Run 1, power grid:
Bar = 20 um. Pins as bars on the die edge.
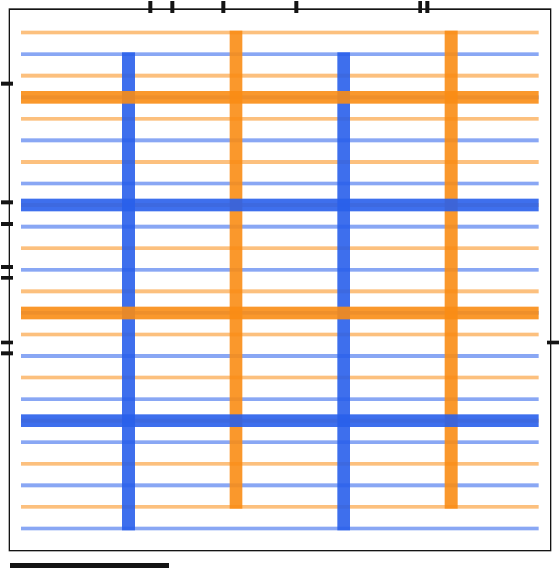
Run 1, cells colored by class:
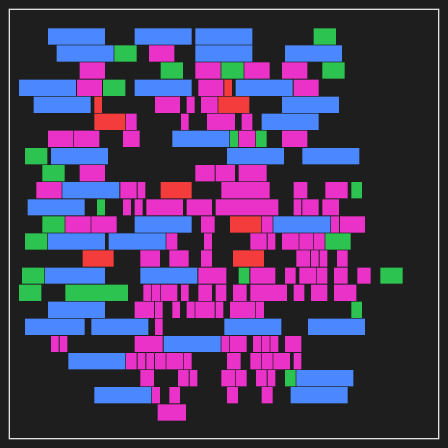
Run 1, routed clock nets over the placement:
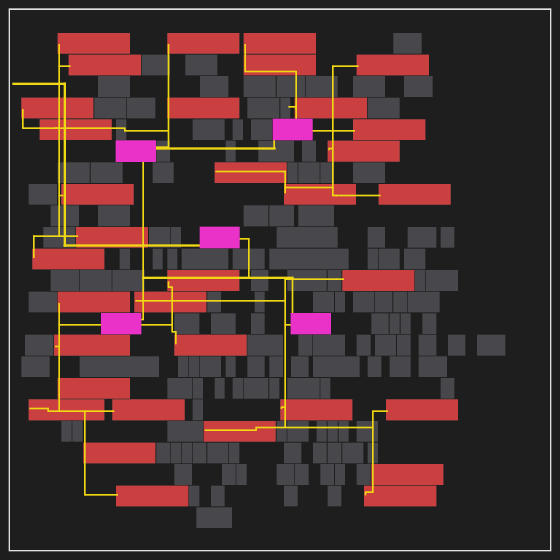
Run 1, wiring by layer:
Bar = 20 um.
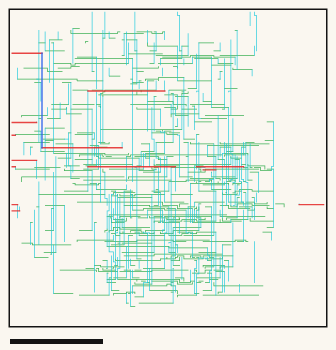
File: config.mk
export PLATFORM = sky130hd
export DESIGN_NAME = uart_rx_flat
export DESIGN_NICKNAME = d
export VERILOG_FILES = /design/src/rtl/uart_pkg.sv /design/src/rtl/uart_rx_if.sv /design/src/rtl/uart_rx_sync.sv /design/src/rtl/uart_rx.sv /design/src/flat_wrapper.sv
export SDC_FILE = /design/constraint.sdc
export NUM_CORES = 1
export LEC_CHECK = 0
export CAP_MARGIN = 40
export CORE_UTILIZATION = 40
export DETAILED_ROUTE_END_ITERATION = 8
export GPL_TIMING_DRIVEN = 0
export SYNTH_ARGS = -nofsm -noshare
export SYNTH_HDL_FRONTEND = slang
export SYNTH_HIERARCHICAL = 1
export SYNTH_SLANG_ARGS = --single-unit
File: constraint.sdc
create_clock -name i_Clock -period 2.6 [get_ports i_Clock]
set_clock_uncertainty 0.2 [all_clocks]
set_input_delay 0.52 -clock i_Clock [delete_from_list [all_inputs] [get_ports i_Clock]]
set_output_delay 0.52 -clock i_Clock [all_outputs]
set_load 0.01 [all_outputs]
File: src/rtl/uart_pkg.sv
// rtl/uart_pkg.sv - shared types and constants for the UART receiver
//
// Purpose: receiver state encoding, frame width and the default bit period.
// Ports:   none (package).
package uart_pkg;

  localparam int DATA_BITS            = 8;
  localparam int DEFAULT_CLKS_PER_BIT = 217;  // 25 MHz / 115200 baud

  typedef enum logic [2:0] {
    IDLE,
    START,
    DATA,
    STOP,
    BREAK_WAIT
  } rx_state_t;

endpackage

File: src/rtl/uart_rx_if.sv
// rtl/uart_rx_if.sv - serial line and byte-output bundle of the UART receiver
//
// Purpose: groups the serial input with the received-byte outputs.
// Signals: i_RX          serial line, idle high
//          o_Data        last correctly framed byte
//          o_Valid       one-cycle strobe, o_Data updated in the same cycle
//          o_Frame_Error one-cycle strobe, stop bit sampled low
//          o_Busy        receiver not in IDLE
// Modports: slave  - the receiver
//           master - the line driver / byte consumer
interface uart_rx_if;
  import uart_pkg::*;

  logic                 i_RX;
  logic [DATA_BITS-1:0] o_Data;
  logic                 o_Valid;
  logic                 o_Frame_Error;
  logic                 o_Busy;

  modport slave (
    input  i_RX,
    output o_Data,
    output o_Valid,
    output o_Frame_Error,
    output o_Busy
  );

  modport master (
    output i_RX,
    input  o_Data,
    input  o_Valid,
    input  o_Frame_Error,
    input  o_Busy
  );

endinterface

File: src/rtl/uart_rx_sync.sv
// rtl/uart_rx_sync.sv - two-flop synchroniser for the asynchronous RX line
//
// Purpose: brings the serial line into the i_Clock domain; output lags by 2 clocks.
// Ports:   i_Clock  system clock
//          i_Reset  asynchronous active-high reset (flops reset to idle-high)
//          rx       asynchronous serial input
//          rx_s     synchronised serial line
module uart_rx_sync (
  input  logic i_Clock,
  input  logic i_Reset,
  input  logic rx,
  output logic rx_s
);

  logic meta;

  // Reset to 1 so a reset never looks like a falling start edge.
  always_ff @(posedge i_Clock or posedge i_Reset) begin
    if (i_Reset) begin
      meta <= 1'b1;
      rx_s <= 1'b1;
    end else begin
      meta <= rx;
      rx_s <= meta;
    end
  end

endmodule

File: src/rtl/uart_rx.sv
// rtl/uart_rx.sv - 8N1 UART receiver with mid-bit sampling and framing check
//
// Purpose: detects a start bit, samples 8 data bits LSB first at mid-bit,
//          checks the stop bit and strobes either o_Valid or o_Frame_Error.
// Ports:   i_Clock  system clock, all state on rising edge
//          i_Reset  asynchronous active-high reset
//          rx_if    uart_rx_if.slave: i_RX in; o_Data, o_Valid,
//                   o_Frame_Error, o_Busy out
// Parameter CLKS_PER_BIT: clocks per bit, must be >= 4.
module uart_rx
  import uart_pkg::*;
#(
  parameter int CLKS_PER_BIT = DEFAULT_CLKS_PER_BIT
) (
  input  logic     i_Clock,
  input  logic     i_Reset,
  uart_rx_if.slave rx_if
);

  localparam int HALF_BIT = CLKS_PER_BIT / 2;
  localparam int CW       = $clog2(CLKS_PER_BIT);

  typedef logic [CW-1:0] cnt_t;

  localparam cnt_t     HALF_LAST = cnt_t'(HALF_BIT - 1);
  localparam cnt_t     BIT_LAST  = cnt_t'(CLKS_PER_BIT - 1);
  localparam logic [2:0] IDX_LAST = 3'(DATA_BITS - 1);

  logic rx_s;

  rx_state_t            state, state_n;
  cnt_t                 cnt, cnt_n;
  logic [2:0]           idx, idx_n;
  logic [DATA_BITS-1:0] shift, shift_n;
  logic [DATA_BITS-1:0] data, data_n;
  logic                 valid, valid_n;
  logic                 ferr, ferr_n;

  uart_rx_sync u_sync (
    .i_Clock (i_Clock),
    .i_Reset (i_Reset),
    .rx      (rx_if.i_RX),
    .rx_s    (rx_s)
  );

  always_ff @(posedge i_Clock or posedge i_Reset) begin
    if (i_Reset) begin
      state <= IDLE;
      cnt   <= '0;
      idx   <= '0;
      shift <= '0;
      data  <= '0;
      valid <= 1'b0;
      ferr  <= 1'b0;
    end else begin
      state <= state_n;
      cnt   <= cnt_n;
      idx   <= idx_n;
      shift <= shift_n;
      data  <= data_n;
      valid <= valid_n;
      ferr  <= ferr_n;
    end
  end

  always_comb begin
    state_n = state;
    cnt_n   = cnt;
    idx_n   = idx;
    shift_n = shift;
    data_n  = data;
    valid_n = 1'b0;
    ferr_n  = 1'b0;

    case (state)
      IDLE: begin
        if (!rx_s) begin
          state_n = START;
          cnt_n   = '0;
        end
      end

      // Re-check the line half a bit in: a short low pulse is a glitch.
      START: begin
        if (cnt == HALF_LAST) begin
          cnt_n = '0;
          if (!rx_s) begin
            state_n = DATA;
            idx_n   = '0;
          end else begin
            state_n = IDLE;
          end
        end else begin
          cnt_n = cnt + cnt_t'(1);
        end
      end

      // Counter is now phase-aligned to mid-bit, so every full period
      // lands in the middle of the next bit.
      DATA: begin
        if (cnt == BIT_LAST) begin
          cnt_n          = '0;
          shift_n[idx]   = rx_s;
          if (idx == IDX_LAST) begin
            state_n = STOP;
          end else begin
            idx_n = idx + 3'd1;
          end
        end else begin
          cnt_n = cnt + cnt_t'(1);
        end
      end

      // Leaving at mid-stop-bit leaves half a bit of slack for the next
      // start edge of a back-to-back frame.
      STOP: begin
        if (cnt == BIT_LAST) begin
          cnt_n = '0;
          if (rx_s) begin
            data_n  = shift;
            valid_n = 1'b1;
            state_n = IDLE;
          end else begin
            ferr_n  = 1'b1;
            state_n = BREAK_WAIT;
          end
        end else begin
          cnt_n = cnt + cnt_t'(1);
        end
      end

      // A held-low line (break) must go high before a new start is accepted.
      BREAK_WAIT: begin
        if (rx_s) begin
          state_n = IDLE;
        end
      end

      default: begin
        state_n = IDLE;
        cnt_n   = '0;
      end
    endcase
  end

  assign rx_if.o_Data        = data;
  assign rx_if.o_Valid       = valid;
  assign rx_if.o_Frame_Error = ferr;
  assign rx_if.o_Busy        = (state != IDLE);

endmodule

File: src/flat_wrapper.sv
// flat-port wrapper written by rule: the top's interface ports become plain ports
module uart_rx_flat import uart_pkg::*;
#(
  parameter int CLKS_PER_BIT = DEFAULT_CLKS_PER_BIT
)
  (i_Clock, i_Reset, rx_if_i_RX, rx_if_o_Data, rx_if_o_Valid, rx_if_o_Frame_Error, rx_if_o_Busy);
  uart_rx_if rx_if_i ();
  input  logic i_Clock;
  input  logic i_Reset;
  input wire logic [$bits(rx_if_i.i_RX)-1:0] rx_if_i_RX;
  output wire logic [$bits(rx_if_i.o_Data)-1:0] rx_if_o_Data;
  output wire logic [$bits(rx_if_i.o_Valid)-1:0] rx_if_o_Valid;
  output wire logic [$bits(rx_if_i.o_Frame_Error)-1:0] rx_if_o_Frame_Error;
  output wire logic [$bits(rx_if_i.o_Busy)-1:0] rx_if_o_Busy;
  assign rx_if_i.i_RX = rx_if_i_RX;
  assign rx_if_o_Data = rx_if_i.o_Data;
  assign rx_if_o_Valid = rx_if_i.o_Valid;
  assign rx_if_o_Frame_Error = rx_if_i.o_Frame_Error;
  assign rx_if_o_Busy = rx_if_i.o_Busy;
  uart_rx #(.CLKS_PER_BIT(CLKS_PER_BIT)) u_core (.i_Clock(i_Clock), .i_Reset(i_Reset), .rx_if(rx_if_i));
endmodule
==> Slide: Implementation Results, run 1 <==
Key Metrics from the Run

Timing
  – WHS: 0.1585 ns
  – Measured slew at the worst slew-check pin: 0.6401 ns
  – Max Slew Vio Count: 0
  – Crit share post-route: 0.9132

Clock tree
  – Clock tree from TritonCTS: built
  – CTS Root Cell: clkbuf_8
  – CTS sink cnt: 34

Worst setup path
  – Crit path to: rx_if_o_Busy
  – Register-to-Register Setup Slack: 0.33 ns
  – Stages on the worst setup path: 3
  – CP cell instances: clkbuf_2 -> or3_1 -> clkdlybuf4s50_1
  – CP max stage cell: clkdlybuf4s50_1
  – Cells on worst reg2reg path: 6
  – R2R Path End: u_core/cnt[5]
  – Critical path type: flop to output port
  – WP buf/inv: 2

Route
  – Metal1 wirelength: 1613 um
  – Met3 routed WL: 92 um
  – Vias/cell: 5.377
  – Routed len/inst: 14.02 um
  – DRC Markers: 0

Global route
  – Largest net degree at the start of global routing: 19
  – Gr busiest metal: met2
  – GR Overflow Total: 0
  – Initial antenna violation count: 0
  – Tot GR Track Use: 0.1667

Final layout
  – Final cell count without fillers: 231
  – MI comb cells: 109
  – Multi-input logic portion of the cell area: 0.3991
  – Inverters, non-clock: 8
  – Flip-flops: 34

Hold path
  – Hold depth: 0

Logic synthesis
  – Post-synthesis xor/xnor area fraction: 0
  – Synth area leader: dfrtp_1
  – Post-synthesis cell type count: 43
  – Post-synthesis mux area share: 0.1152
  – Adders+Majority by Area: 0.02861
  – Ao+oa area frac: 0.1409
  – Simple-gate share of the synthesized area: 0.1853

Power
  – Leak: 0.0009024 uW
  – Seq group: 534 uW

Place
  – DP Area: 1969 sq um

Die
  – Fp_density: 0.4280
  – Tapcells: 50
  – Num rows: 23

Outcome
  – Outcome: complete, no violations
## Picture notes: 'power grid'
- orange: VDD
- blue: VSS
- met1 rails: 24
- rows: 23
Die Wd: 68.13 um
VDD IR max: 0.0003072 V
core area: 4086 sq um
die y size: 68.13 um

## Picture notes: 'cells colored by class'
- blue: sequential cells (cells 34; share of their area 43%)
- magenta: combinational and other logic (cells 117; share of their area 43%)
- red: clock drivers and dummy loads (cells 8; share of their area 4.5%)
- green: remaining buffers and delay cells (cells 22; share of their area 10%)

## Picture notes: 'routed clock nets over the placement'
- red: flip-flops (count 34)
- magenta: clock drivers (count 5)
- yellow: clock wires (length 413 um)
- routed clock nets: 6
clock power share: 0.409
Clock net power: 387 uW
clk latency late pin: 0.28 ns

## Picture notes: 'wiring by layer'
- blue: metal 4 (wire length 20.4 um)
- red: metal 3 (wire length 92.0 um)
- green: metal 1 (wire length 1610 um)
- cyan: metal 2 (wire length 1510 um)
Total Routed Length: 3238 um
Via Count: 1242

==> run 2: changes to the inputs <==
clock period = 1.9 ns   (was 2.6 ns; I/O delays follow)
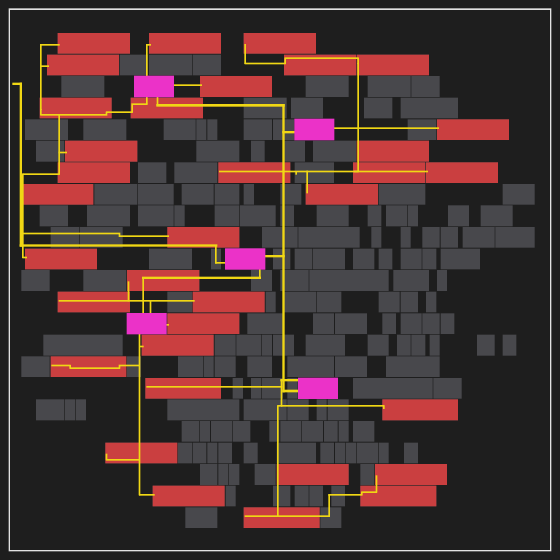
Run 2: routed clock nets over the placement
- yellow: clock wires (length 441 um)
- magenta: clock drivers (count 5)
- red: flip-flops (count 34)
- routed clock nets: 6
Clock net power: 555 uW
clk latency late pin: 0.29 ns
clock power share: 0.421

==> run 2 against run 1 <==
The run now ends with negative setup slack left; combinational power up 42%; sequential cell count is the same; clock-buffer cell count fell by 2; synthesized cell count unchanged; worst setup slack worse by 0.36 ns; area after synthesis is the same; global-route usage is 3.2 points higher; power is 40% higher; critical path type is now flop to flop.
==> Slide: Implementation Results, run 2 <==
Key Metrics from the Run

Global route
  – GR Overflow Total: 0
  – Largest net degree at the start of global routing: 19

Timing
  – Worst Slack Setup Final: -0.1337 ns
  – WHS: 0.1527 ns
  – Final Setup Violations: 26

Worst setup path
  – CP max stage cell: or3b_4
  – WP buf/inv: 2
  – CP cell instances: buf_6 -> or3b_4 -> buf_4 -> o21ai_0 -> o211ai_1 -> mux2_4
  – Register-to-Register Setup Slack: -0.13 ns
  – Critical path type: flop to flop
  – Cells on worst reg2reg path: 6

Clock tree
  – CTS Root Cell: clkbuf_8

Logic synthesis
  – Post-synthesis xor/xnor area fraction: 0
  – Post-synthesis mux area share: 0.1152
  – Synth area leader: dfrtp_1
  – Simple-gate share of the synthesized area: 0.1853

Route
  – Via Count: 1363
  – Vias/cell: 5.518
  – Routed len/inst: 16.14 um

Hold path
  – Hold depth: 0

Outcome
  – Violated checks: negative setup slack
  – Outcome: finished, violations left

Power
  – Leak: 0.001063 uW

Die
  – Tapcells: 50
  – Fp_density: 0.4280

Place
  – DP Area: 1979 sq um

Final layout
  – Multi-input logic portion of the cell area: 0.4142
  – MI comb cells: 109
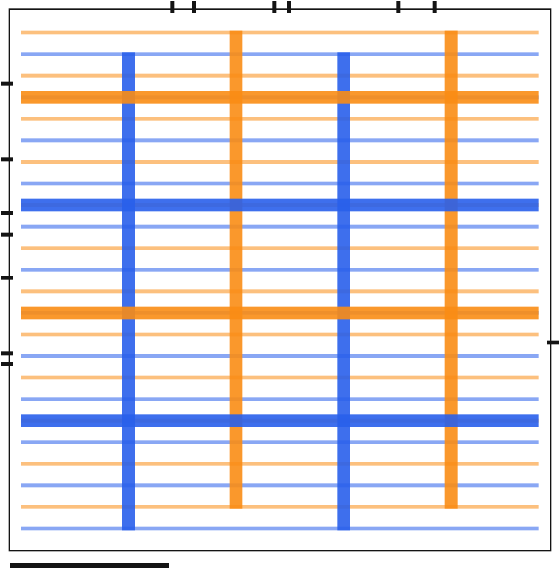
Run 2: power grid
Bar = 20 um. Pins as bars on the die edge.
- blue: VSS
- orange: VDD
- met4 straps: 4
- met1 rails: 24
- signal pins: 14
VDD IR max: 0.0003545 V

==> run 3: changes to the inputs <==
CAP_MARGIN = not set   (was 40)
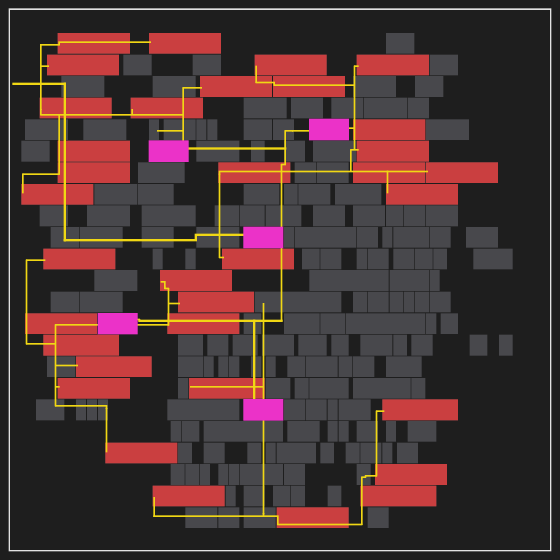
Run 3: routed clock nets over the placement
- magenta: clock drivers (count 5)
- yellow: clock wires (length 420 um)
- red: flip-flops (count 34)
- routed clock nets: 6
clk latency late pin: 0.28 ns
Clock net power: 635 uW
clock power share: 0.454

==> run 3 against run 2 <==
The run still ends with negative setup slack left; largest cell class unchanged; synthesized cell count is the same; sequential share of layout area down 0.91 points; clock power is 14% higher; highest routed layer unchanged; cell area rose by 2.8%; critical path depth grew 1; clock-buffer cell count rose by 1; combinational power about the same.
==> Slide: Implementation Results, run 3 <==
Key Metrics from the Run

Outcome
  – Outcome: finished, violations left
  – Violated checks: negative setup slack

Final layout
  – Final cell count without fillers: 250
  – MI comb cells: 109

Die
  – Die Wd: 68.13 um
  – Fp_density: 0.4280
  – Tapcells: 50
  – Core area: 4086 sq um

Worst setup path
  – Critical path type: flop to flop
  – Stages on the worst setup path: 7
  – WP buf/inv: 2
  – R2R Path End: u_core/cnt[5]

Timing
  – Crit share post-route: 1.065
  – Final Setup Violations: 22
  – Measured slew at the worst slew-check pin: 0.5224 ns
  – Worst Slack Setup Final: -0.1237 ns

Power
  – Leak: 0.001090 uW

Logic synthesis
  – Simple-gate share of the synthesized area: 0.1853
  – Ao+oa area frac: 0.1409
  – Post-synthesis xor/xnor area fraction: 0

Route
  – Routed len/inst: 16.11 um
  – Total Routed Length: 4028 um
  – Vias/cell: 5.684
  – Via Count: 1421
  – DRC Markers: 0

Global route
  – Initial antenna violation count: 0
  – GR Overflow Total: 0
  – Largest net degree at the start of global routing: 33

Clock tree
  – Clock tree from TritonCTS: built
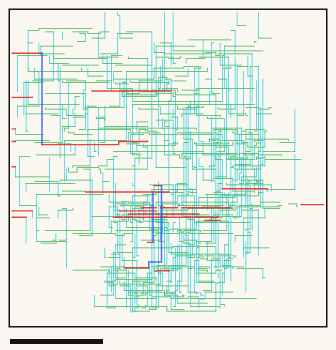
Run 3: wiring by layer
Bar = 20 um.
- red: metal 3 (wire length 170 um)
- green: metal 1 (wire length 1890 um)
- cyan: metal 2 (wire length 1920 um)
- blue: metal 4 (wire length 51.0 um)


==> screenshots <==
Track usage over the die.
image #1
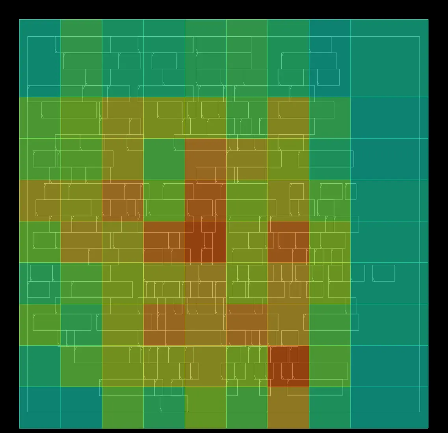
image #2
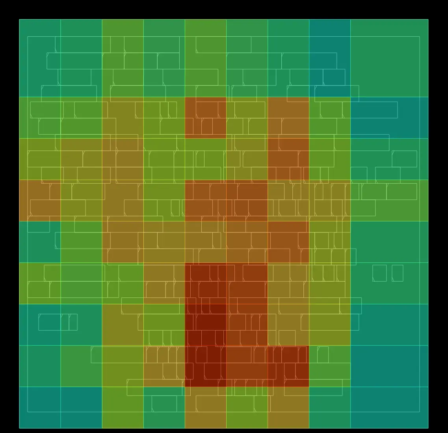
image #1: run 1
image #2: run 2

Power figures rest on the tool's default switching activity, not on a simulated workload.
